--- src/rtl/div_ctrl.sv ---
// Issue/complete controller for RV64M divides: latches operands for the iterative core,
// resolves divide-by-zero and signed overflow locally, and returns one result pulse.
module div_ctrl #(
   parameter int XLEN = 64
) (
   input  logic              clk,
   input  logic              reset,
   input  logic              in_valid,
   input  logic [1:0]        in_op,
   input  logic              in_word,
   input  logic [XLEN-1:0]   in_a,
   input  logic [XLEN-1:0]   in_b,
   input  logic              flush,
   output logic              stall,
   output logic              out_valid,
   output logic [XLEN-1:0]   out_result,
   output logic              dv_valid,
   output logic [XLEN-1:0]   dv_a,
   output logic [XLEN-1:0]   dv_b,
   output logic              dv_s,
   output logic              dv_w,
   input  logic              dv_done,
   input  logic [2*XLEN-1:0] dv_c
);

   typedef enum logic [1:0] {
      IDLE,
      BUSY,
      RESP
   } state_t;

   state_t state_q;
   state_t state_d;

   logic            is_rem_q;
   logic            load_ops;
   logic            load_special;
   logic            load_core;

   logic [XLEN-1:0] a_width;
   logic            b_zero;
   logic            a_min_neg;
   logic            b_neg_one;
   logic            overflow;
   logic            special;
   logic [XLEN-1:0] special_result;

   logic [XLEN-1:0] core_sel;
   logic [XLEN-1:0] core_result;

   // W variants compare only the low word; the dividend is seen sign-extended from bit 31.
   always_comb begin
      a_width   = in_word ? {{(XLEN-32){in_a[31]}}, in_a[31:0]} : in_a;
      b_zero    = in_word ? (in_b[31:0] == 32'd0) : (in_b == '0);
      a_min_neg = in_word ? (in_a[31:0] == 32'h8000_0000)
                          : (in_a == {1'b1, {(XLEN-1){1'b0}}});
      b_neg_one = in_word ? (in_b[31:0] == 32'hFFFF_FFFF) : (in_b == '1);
      overflow  = ~in_op[0] & a_min_neg & b_neg_one;
      special   = b_zero | overflow;
      if (in_op[1]) begin
         special_result = b_zero ? a_width : '0;
      end else begin
         special_result = b_zero ? '1 : a_width;
      end
   end

   // The core's upper word is don't-care for W operations, so it is replaced by sign extension.
   always_comb begin
      core_sel    = is_rem_q ? dv_c[2*XLEN-1:XLEN] : dv_c[XLEN-1:0];
      core_result = dv_w ? {{(XLEN-32){core_sel[31]}}, core_sel[31:0]} : core_sel;
   end

   // Next-state and handshake decode; flush overrides any accept or completion.
   always_comb begin
      state_d      = state_q;
      load_ops     = 1'b0;
      load_special = 1'b0;
      load_core    = 1'b0;
      stall        = 1'b0;
      dv_valid     = 1'b0;
      case (state_q)
         IDLE: begin
            if (in_valid && !flush) begin
               stall    = 1'b1;
               load_ops = 1'b1;
               if (special) begin
                  load_special = 1'b1;
                  state_d      = RESP;
               end else begin
                  state_d = BUSY;
               end
            end
         end
         BUSY: begin
            stall    = 1'b1;
            dv_valid = 1'b1;
            if (dv_done && !flush) begin
               load_core = 1'b1;
               state_d   = RESP;
            end
         end
         RESP: begin
            state_d = IDLE;
         end
         default: begin
            state_d = IDLE;
         end
      endcase
      if (flush) begin
         state_d = IDLE;
      end
   end

   // State, operand and result registers; reset and flush both return everything to zero.
   always_ff @(posedge clk) begin
      if (reset || flush) begin
         state_q    <= IDLE;
         is_rem_q   <= 1'b0;
         out_valid  <= 1'b0;
         out_result <= '0;
         dv_a       <= '0;
         dv_b       <= '0;
         dv_s       <= 1'b0;
         dv_w       <= 1'b0;
      end else begin
         state_q   <= state_d;
         out_valid <= load_special | load_core;
         if (load_ops) begin
            dv_a     <= in_a;
            dv_b     <= in_b;
            dv_s     <= ~in_op[0];
            dv_w     <= in_word;
            is_rem_q <= in_op[1];
         end
         if (load_special) begin
            out_result <= special_result;
         end else if (load_core) begin
            out_result <= core_result;
         end
      end
   end

endmodule

--- config.mk ---
export PLATFORM = sky130hd
export DESIGN_NAME = div_ctrl
export DESIGN_NICKNAME = d
export VERILOG_FILES = /design/src/rtl/div_ctrl.sv
export SDC_FILE = /design/constraint.sdc
export NUM_CORES = 1
export LEC_CHECK = 0
export ABC_AREA = 1
export CAP_MARGIN = 5
export CORE_AREA = 2 2 180 182
export DETAILED_ROUTE_END_ITERATION = 12
export DIE_AREA = 0 0 182 184
export PLACE_DENSITY = 0.76
export RECOVER_POWER = 25
export SLEW_MARGIN = 40
export SYNTH_ARGS = -nofsm -noshare
export SYNTH_HDL_FRONTEND = slang
export SYNTH_SLANG_ARGS = --single-unit
--- constraint.sdc ---
create_clock -name clk -period 2.9 [get_ports clk]
set_input_delay 0.58 -clock clk [delete_from_list [all_inputs] [get_ports clk]]
set_output_delay 0.58 -clock clk [all_outputs]
set_load 0.02 [all_outputs]
congestion.png
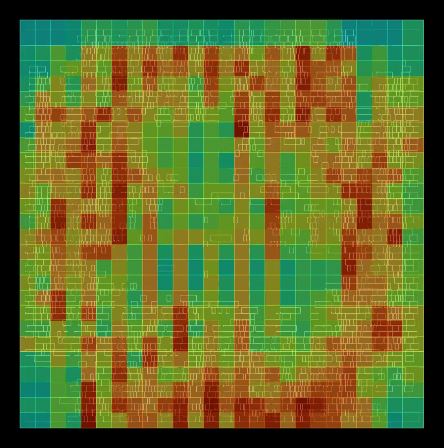
drt wl/cell: 17.5 um
Top Usage Layer GRT: met2
gr usage total: 0.243
met3 GRT Util: 0.0489

layer_met4.png
(2 px per um) Supply wires on this layer in gray.
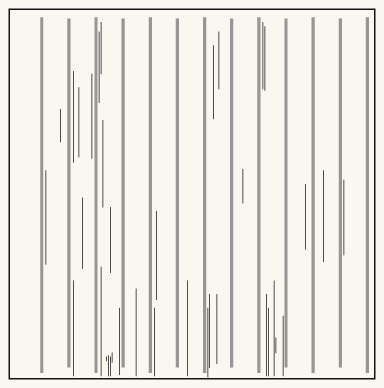
longest straight run: 54.4 um
wire length on this layer: 1220 um
share of all routed wire: 2.9%
main direction: vertical
Post-Route WL: 42500 um
DR vias: 12156

metal_density.png
(2 px per um) 36 x 37 tiles, from white (low) to dark blue (high), scaled to the fullest tile. Values are wire area over tile area, all layers added.
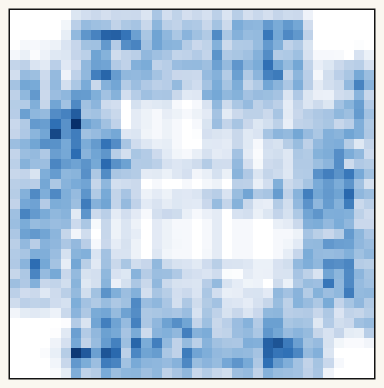
mean over tiles: 0.21
densest ninth of the die: left middle
fullest tile: 0.68
tiles over half the peak: 15%

==> results.tsv <==
metric	value	unit
xor_area_frac	0	
gp_congestion	0.923	
simple_gate_share	0.318	
syn_inst	1609	
cp_num_cells	15	
synth_flop_count	198	
core_area	0.0314	mm2
max_freq	381	MHz
flop_area	0.00397	mm2
fp-row-count	65	
worst-path-max-fanout	69	
p_int	4.53	mW
start_kind	input pin	
yosys_warnings	0	
clockRootBuffer	clkbuf_16	
min_period	2620	ps
critPathSlowestCell	clkdlybuf4s50_1	
place_area	0.0152	mm2
fp_nets	1873	
cts_made_buffers	17	
path_class	in2reg	
critPathRequiredTime	3250	ps
port_buffers	460	
postCtsSetupRepairBufs	0	
whs_endpoint	dv_b[38]	
p_comb_frac	0.191	
yosys-stat-cells	1609	
ys_types	27	
adder_share	0	
maxPowerGroup	registers	
endpoint	out_result[52]	
logic_area	0.00537	mm2
design_area	0.0157	mm2
dr.pass1.iters	5	
synthTopCellsByCount	nor2_1, nand2_1, o21ai_0	
cts_hold_buf	0	
period_used_share	0.905	
nClkBuffers	21	
cp_cell_sequence	clkdlybuf4s50_1 > inv_1 > nand4_1 > nor2_1 > nand2_1 > nor2_1 > nand3_1 > nand2_1 > nand2_2 > nand2_4 > nand2_2 > buf_12 > nand2_1 > nand2_1 > a21oi_1	
viasPerCell	5.01	
ant_nets	0	
first_global_vias	11288	
dp_hpwl	32200	um
powerComb	1.21	mW
synth.largest_area_cell	dfxtp_1	
p_leak	6.24	nW
relSlewSlack	0.117	
routed-wl-met2	21700	um
reg2reg_depth	6	
clock_sinks	198	
final_util	0.499	
yosysChipArea	0.0101	mm2
multi_input_comb_cells	1218	
rsz0062_at_grt	no	
min_from	dv_b[38]	
topCellsByArea	dfxtp_1, nor2_1, nand2_1, o21ai_0, a21oi_1	
cts_tree	done	
mux_share	0.00297	
timing.hold.ws	483	ps
final_cell_mix	clkdlybuf4s50_1, nor2_1, nand2_1	
avgSynthCellArea	6.28	um2
dpl.cell_count	2393	
crit_family	simple AND/OR/NAND/NOR gates	
io_pins	461	
critical_path_buf_inv_count	3	
worst_slack	276	ps
fp_util	0.322	
pg_clk	2.32	mW
sh_seq_area	0.253	
arrival	2980	ps
grt_max_degree	90	
wl_met3	2760	um
overflow	0	
top_regs	dv_a (64), dv_b (64), out_result (64)	
power_switching	1.82	mW
finalSetupTns	0	ps
synthTopLogicFamily	simple AND/OR/NAND/NOR gates	
top_layer	met4	
top_cell	nor2_1	
synth_top_area_share	0.392	
die_height	184	um
status	complete, no violations	
drv_slew	0	
chipArea	0.0335	mm2
antenna_found_initial	0	
num-nets-final	2274	
maxCapViolations	0	
aoi_share	0.208	
rrSetupSlack	480	ps
cts_buffer_depth	2	
whs_path_depth	2	
synthArstFlopShare	0	
buffers	501	
power_frac_clock	0.365	
pre_cts_ws	-136	ps
regToRegEndpoint	dv_b[27]	
detail.png
Window x 76 to 106, y 40 to 70 um. Cells in gray, sequential cells in the stronger gray; small squares are vias.
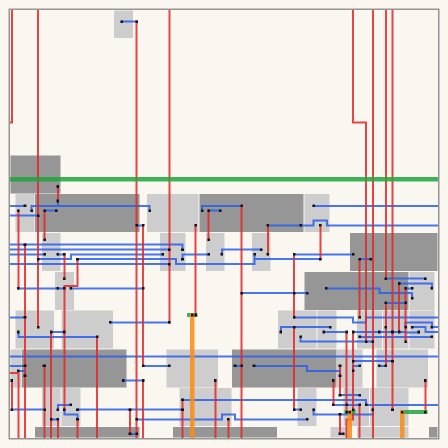
legend:
  green:
    layer: metal 3
  red:
    layer: metal 2
  orange:
    layer: metal 4
  blue:
    layer: metal 1
most frequent: nor2_1 (7), dfxtp_1 (6), clkdlybuf4s50_1 (5)
sequential cells in the window: 6
netlist names of flops here include: dv_a (5), dv_b (1)
cells with their middle in the window: 32

logic_types.png
(3 px per um)
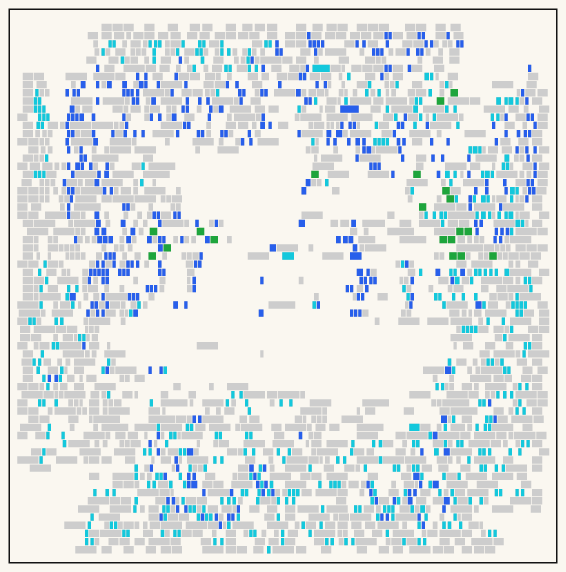
legend:
  cyan:
    family: nor cells
    cells: 407
    where: all over the die
  blue:
    family: nand cells
    cells: 382
    where: all over the die
  green:
    family: non-inverting ao/oa cells
    cells: 19
combinational share of cell area: 0.343
Post-Layout Cell Count: 2425
dominant logic cell type in the layout: clkdlybuf4s50_1

